===== config.mk =====
export PLATFORM = sky130hd
export DESIGN_NAME = video_capture
export DESIGN_NICKNAME = d
export VERILOG_FILES = /design/src/rtl/video_capture.sv
export SDC_FILE = /design/constraint.sdc
export NUM_CORES = 1
export LEC_CHECK = 0
export ABC_AREA = 1
export CORE_ASPECT_RATIO = 1.5
export CORE_UTILIZATION = 50
export DETAILED_ROUTE_END_ITERATION = 8
export PLACE_DENSITY_LB_ADDON = 0.08
export SYNTH_ARGS = -nofsm -noshare
export SYNTH_HDL_FRONTEND = slang
export SYNTH_SLANG_ARGS = --single-unit

===== constraint.sdc =====
create_clock -name clock -period 6.3 [get_ports clock]
set_input_delay 1.26 -clock clock [delete_from_list [all_inputs] [get_ports clock]]
set_output_delay 1.26 -clock clock [all_outputs]
set_load 0.05 [all_outputs]

===== src/rtl/video_capture.sv =====
// Captures a VGA-timed pixel stream into the 320x240 frame buffer at half resolution,
// recovering position from sync edges and only writing once the input timing is locked.
module video_capture #(
  parameter int H_VISIBLE    = 640,
  parameter int H_BACK_PORCH = 48,
  parameter int H_TOTAL      = 800,
  parameter int V_VISIBLE    = 480,
  parameter int V_BACK_PORCH = 33,
  parameter int V_TOTAL      = 525
) (
  input  logic        clock,
  input  logic        reset,
  input  logic        pixelEnable,
  input  logic        hSyncIn,
  input  logic        vSyncIn,
  input  logic [7:0]  videoInput,
  output logic [16:0] writeAddress,
  output logic [7:0]  writeData,
  output logic        writeRequest,
  input  logic        writeAck,
  output logic        locked,
  output logic        frameStart,
  output logic        overflow
);
  typedef enum logic [1:0] {ACQUIRE, VERIFY, LOCKED} LockState;

  localparam logic [9:0]  COUNT_MAX = 10'h3FF;
  localparam logic [9:0]  H_START   = 10'(H_BACK_PORCH);
  localparam logic [9:0]  H_END     = 10'(H_BACK_PORCH + H_VISIBLE);
  localparam logic [9:0]  V_START   = 10'(V_BACK_PORCH);
  localparam logic [9:0]  V_END     = 10'(V_BACK_PORCH + V_VISIBLE);
  localparam logic [10:0] H_LINE    = 11'(H_TOTAL);
  localparam logic [9:0]  V_FRAME   = 10'(V_TOTAL);

  LockState   state;
  logic       prevH, prevV;
  logic [9:0] pixelCount, lineCount;
  logic [1:0] goodCount;
  logic       lineArmed, badLineSeen;

  logic       hRise, vRise;
  logic [9:0] pixelNext, lineNext;
  logic [9:0] xRel;
  logic [8:0] yRel;
  logic       visible, lineBad, frameGood, capture;

  assign hRise = pixelEnable & hSyncIn & ~prevH;
  assign vRise = pixelEnable & vSyncIn & ~prevV;

  // Position of the current sample: the sample carrying a sync rise is position 0.
  always_comb begin
    pixelNext = pixelCount;
    lineNext  = lineCount;
    if (hRise)
      pixelNext = '0;
    else if (pixelCount != COUNT_MAX)
      pixelNext = pixelCount + 10'd1;
    if (vRise)
      lineNext = '0;
    else if (hRise && lineCount != COUNT_MAX)
      lineNext = lineCount + 10'd1;
  end

  assign xRel      = pixelNext - H_START;
  assign yRel      = 9'(lineNext - V_START);
  assign visible   = (pixelNext >= H_START) && (pixelNext < H_END) &&
                     (lineNext >= V_START) && (lineNext < V_END);
  assign lineBad   = hRise & lineArmed & (({1'b0, pixelCount} + 11'd1) != H_LINE);
  assign frameGood = (lineCount == V_FRAME) & ~badLineSeen & ~lineBad;
  assign capture   = pixelEnable & visible & locked & ~xRel[0] & ~yRel[0];

  always_ff @(posedge clock) begin
    if (reset) begin
      prevH      <= 1'b1;
      prevV      <= 1'b1;
      pixelCount <= '0;
      lineCount  <= '0;
      lineArmed  <= 1'b0;
    end else if (pixelEnable) begin
      prevH      <= hSyncIn;
      prevV      <= vSyncIn;
      pixelCount <= pixelNext;
      lineCount  <= lineNext;
      if (hRise)
        lineArmed <= 1'b1;
    end
  end

  // The first vSync rise after acquisition only aligns us; later rises are measured.
  always_ff @(posedge clock) begin
    if (reset) begin
      state       <= ACQUIRE;
      goodCount   <= '0;
      badLineSeen <= 1'b0;
      locked      <= 1'b0;
      frameStart  <= 1'b0;
    end else begin
      frameStart <= vRise;
      if (vRise)
        badLineSeen <= 1'b0;
      else if (lineBad)
        badLineSeen <= 1'b1;
      case (state)
        ACQUIRE: begin
          goodCount <= '0;
          if (vRise)
            state <= VERIFY;
        end
        VERIFY: begin
          if (vRise) begin
            if (!frameGood)
              goodCount <= '0;
            else if (goodCount == 2'd1) begin
              goodCount <= 2'd2;
              state     <= LOCKED;
              locked    <= 1'b1;
            end else
              goodCount <= goodCount + 2'd1;
          end else if (lineBad)
            goodCount <= '0;
        end
        LOCKED: begin
          if (lineBad || (vRise && !frameGood)) begin
            state     <= VERIFY;
            goodCount <= '0;
            locked    <= 1'b0;
          end
        end
        default: state <= ACQUIRE;
      endcase
    end
  end

  // A capture can reuse the buffer in the same cycle the memory accepts its contents.
  always_ff @(posedge clock) begin
    if (reset) begin
      writeAddress <= '0;
      writeData    <= '0;
      writeRequest <= 1'b0;
      overflow     <= 1'b0;
    end else if (capture) begin
      if (!writeRequest || writeAck) begin
        writeAddress <= {yRel[8:1], xRel[9:1]};
        writeData    <= videoInput;
        writeRequest <= 1'b1;
      end else
        overflow <= 1'b1;
    end else if (writeAck)
      writeRequest <= 1'b0;
  end
endmodule


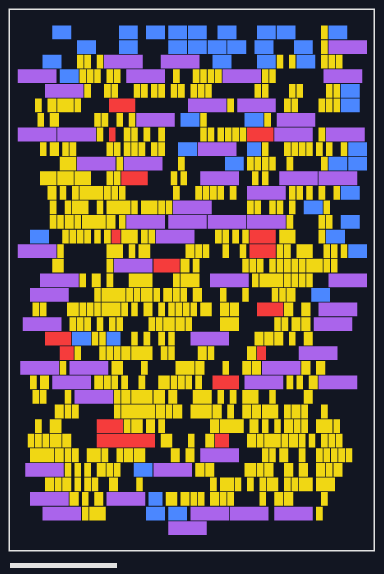
*Cell classes on the final placement*
Bar = 20 µm.
yellow -> combinational and other logic  # cells 442, share of their area 53%
purple -> flops  # cells 57, share of their area 30%
blue -> other buffers and delay cells  # cells 45, share of their area 12%
red -> clock drivers and dummy loads  # cells 16, share of their area 5.1%
# rows: 35
Final Cell Area: 3910 µm²
Seq/total area: 29.2%
Core Region: 6220 µm²
Final Core Density: 62.9%

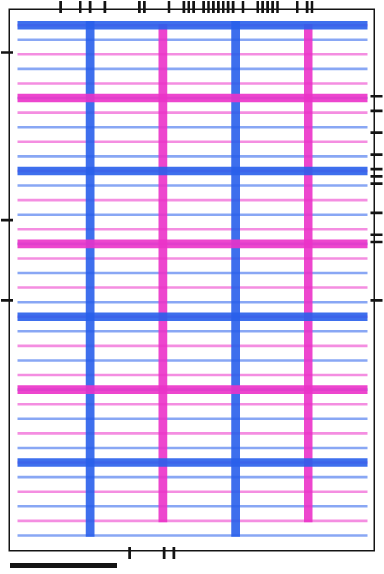
*Power grid*
Bar = 20 µm. Pins as bars on the die edge.
blue -> VSS
magenta -> VDD
met4 straps = 4
rows = 35
IR drop worst, VDD: 154 µV
Die Y: 101 µm
Die Wd: 67.8 µm

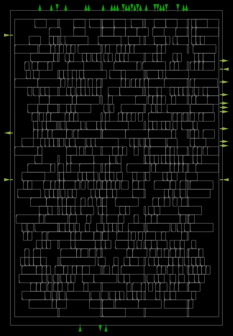
*Placement view*
flip-flops: 57
Finished Layout Cells: 634
fillcell total: 578

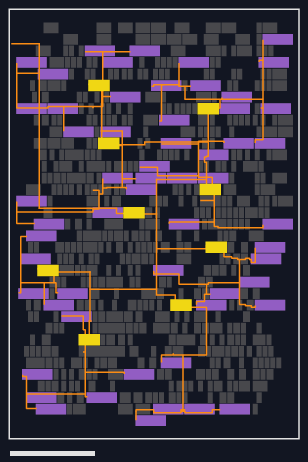
*Clock distribution*
Bar = 20 µm.
purple -> flip-flops  # count 57
yellow -> clock drivers  # count 9
orange -> clock wires  # length 769 µm
routed clock nets = 10
P_clk: 340 µW
clock share of power: 43.5%
Clk Latency, worst-skew pair: 340 ps
Clock Skews: 10.8 ps

==> flow_summary.yaml <==
# yosys + openroad results
outcome:
  status: "finished clean"
drt:
  drc: 0
  via_per_inst: 4.95
  drt_iter0_drc: 163
  dr.pass1.iters: 4
  wirelength_um: 7540
  postRouteAntennaNets: 0
  wl_per_cell_um: 11.9
  vias: 3141
clock_network:
  cts-buffers-inserted: 9
  holdBufCountCts: 0
  postCtsSetupBuffers: 0
  htreeDepth: 3
  clk_pin_slew_ps: 70
  clockBufferDepth: 2
  cts_tree: "built"
  cts_root_buf: "clkbuf_8"
  clock-sinks: 57
  cts-resized-gates: 0
run:
  warnings: 28
  max_cap_violations: 0
sta:
  tightest_slew_ps: 1130
  relSlewSlack_pct: 24.7
  fmax_ghz: 0.219
  hold_viol_final: 0
  post-route-period-util_pct: 72.5
  min_period_ps: 4570
  rsz0062_at_grt: "no"
  setup_tns_ps: 0
critical_path:
  worstPathRequired_ps: 6530
  critPathMaxFanout: 49
  crit_type: "in -> reg"
  start_kind: "input pin"
  endpoint_kind: "flip-flop"
  crit_arrival_ps: 4800
synthesis:
  ys_warn_count: 0
  ys_seq_share_pct: 35.1
  yosysCellCount: 513
  synthCells: 513
  syn_area_per_cell_um2: 6.34
  ys_ff: 57
  ys_area_um2: 3250
  netlist_area_um2: 3250
  synth_cell_types: 33
global_route:
  grt_pass1_vias: 2799
  grt.overflow.total: 0
  antenna_found_initial: 0
  track_usage_pct: 24.2
  grt_start_max_net_pins: 50
  grt_pass1_wl_um: 12400
power:
  p_per_area_nw_per_um2: 200
  p_leak_nw: 1.87
placement:
  dp_cells: 618
  post_dp_cell_area_um2: 3710
  port_buffers: 42
  gp_congestion: 0.932
  dp_hpwl_um: 5520
finish:
  layout_top_cells: "nand2_1 (143), nor2_1 (94), inv_1 (68)"
  drive_above_1_share_pct: 7.68
  seq_area_um2: 1140
  fin_nets: 576
  area_growth_pct: 20.2
floorplanning:
  initCoreUtil_pct: 52.3
  die_area_um2: 6830
min_path:
  hold_path.class: "reg -> reg"
critical path, cell delays in order:
cell	delay [ps]
clkdlybuf4s50_1	460
buf_4	240
nand3_2	270
inv_2	250
nand2_4	100
inv_2	90
nand2_1	50
nand3_1	130
ha_1	230
nand3_1	140
nor2_1	110
nand2_1	50
nand2_1	90
nand4_2	870
nor2_1	370
nor2_1	80
metal layers:
layer	up-vias	share of wire, %	global-route usage (%)
met4	0	2.1	9.78
met2	45	52	42.8
li1	1666	-	-
met3	17	2.7	6.45
met5	-	0	0
met1	1413	43	26.5
sequential cells by signal, summed over array words and instances, names as in the netlist, 2 cells and up:
register      cells
writeAddress     17
lineCount        10
pixelCount       10
writeData         8
goodCount         2
state             2
Yosys cell counts (all sizes together):
cell      n  area (µm²)
dfxtp    57        1140
o21ai    17        88.8
nand3    36         218
buf       7        47.5
clkbuf    7        26.3
a21oi    25         129
inv      74         278
nor3      6        35.0
nor4      1        6.26
xor2      9        78.8
nand2   147         567
nor2     99         394
nand3b    1        7.51
o311ai    1        8.76
clkinv    1        3.75
a211oi    1        7.51
ha        7        87.6
o211ai    1        7.51
xnor2     5        43.8
nand4    11        75.1
worst paths after layout:
path	startpoint	to	slack, ps	cells after the start
setup / recovery	pixelEnable	writeAddress[3]	1730	16
hold / removal	lineArmed	lineArmed	460	2
setup reg to reg	pixelCount[0]	writeAddress[3]	2610	18
hold reg to reg	lineArmed	lineArmed	460	2
metrics by stage:
stage                     power, mW  setup WS (ps)  hold slack [ps]
after floorplan               0.425           3260              436
after global placement        0.449           1520              447
after detailed placement      0.449           1400              458
after CTS                     0.788           1720              468
after global routing          0.817           1410              484
final                         0.782           1730              463
power breakdown:
part | internal [mW] | leakage, nW | switching, mW | total, mW
combinational | 0.0260 | 1.31 | 0.0411 | 0.0671
sequential | 0.367 | 0.462 | 0.00738 | 0.374
clock | 0.192 | 0.0953 | 0.148 | 0.340
total | 0.585 | 1.87 | 0.197 | 0.782
cell type report:
cell class / count / share of cell area, %
Clock buffer: 11 / 3.62
Clock inverter: 5 / 1.41
Inverter: 75 / 7.20
Multi-Input combinational cell: 367 / 44.9
Sequential cell: 57 / 29.2
Tap cell: 74 / 2.37
Timing Repair Buffer: 45 / 11.3
cells by family after synthesis:
| kind of cell | share of synthesized area, % |
|---|---|
| adder cells (fa/ha/maj) | 2.69 |
| AND-OR/OR-AND | 7.43 |
| flip-flops | 35.1 |
| XOR/XNOR | 3.77 |
| buffers and inverters | 10.9 |
| AND/OR/NAND/NOR | 40.1 |
No activity file was given, so power comes from the tool's default toggle rates.
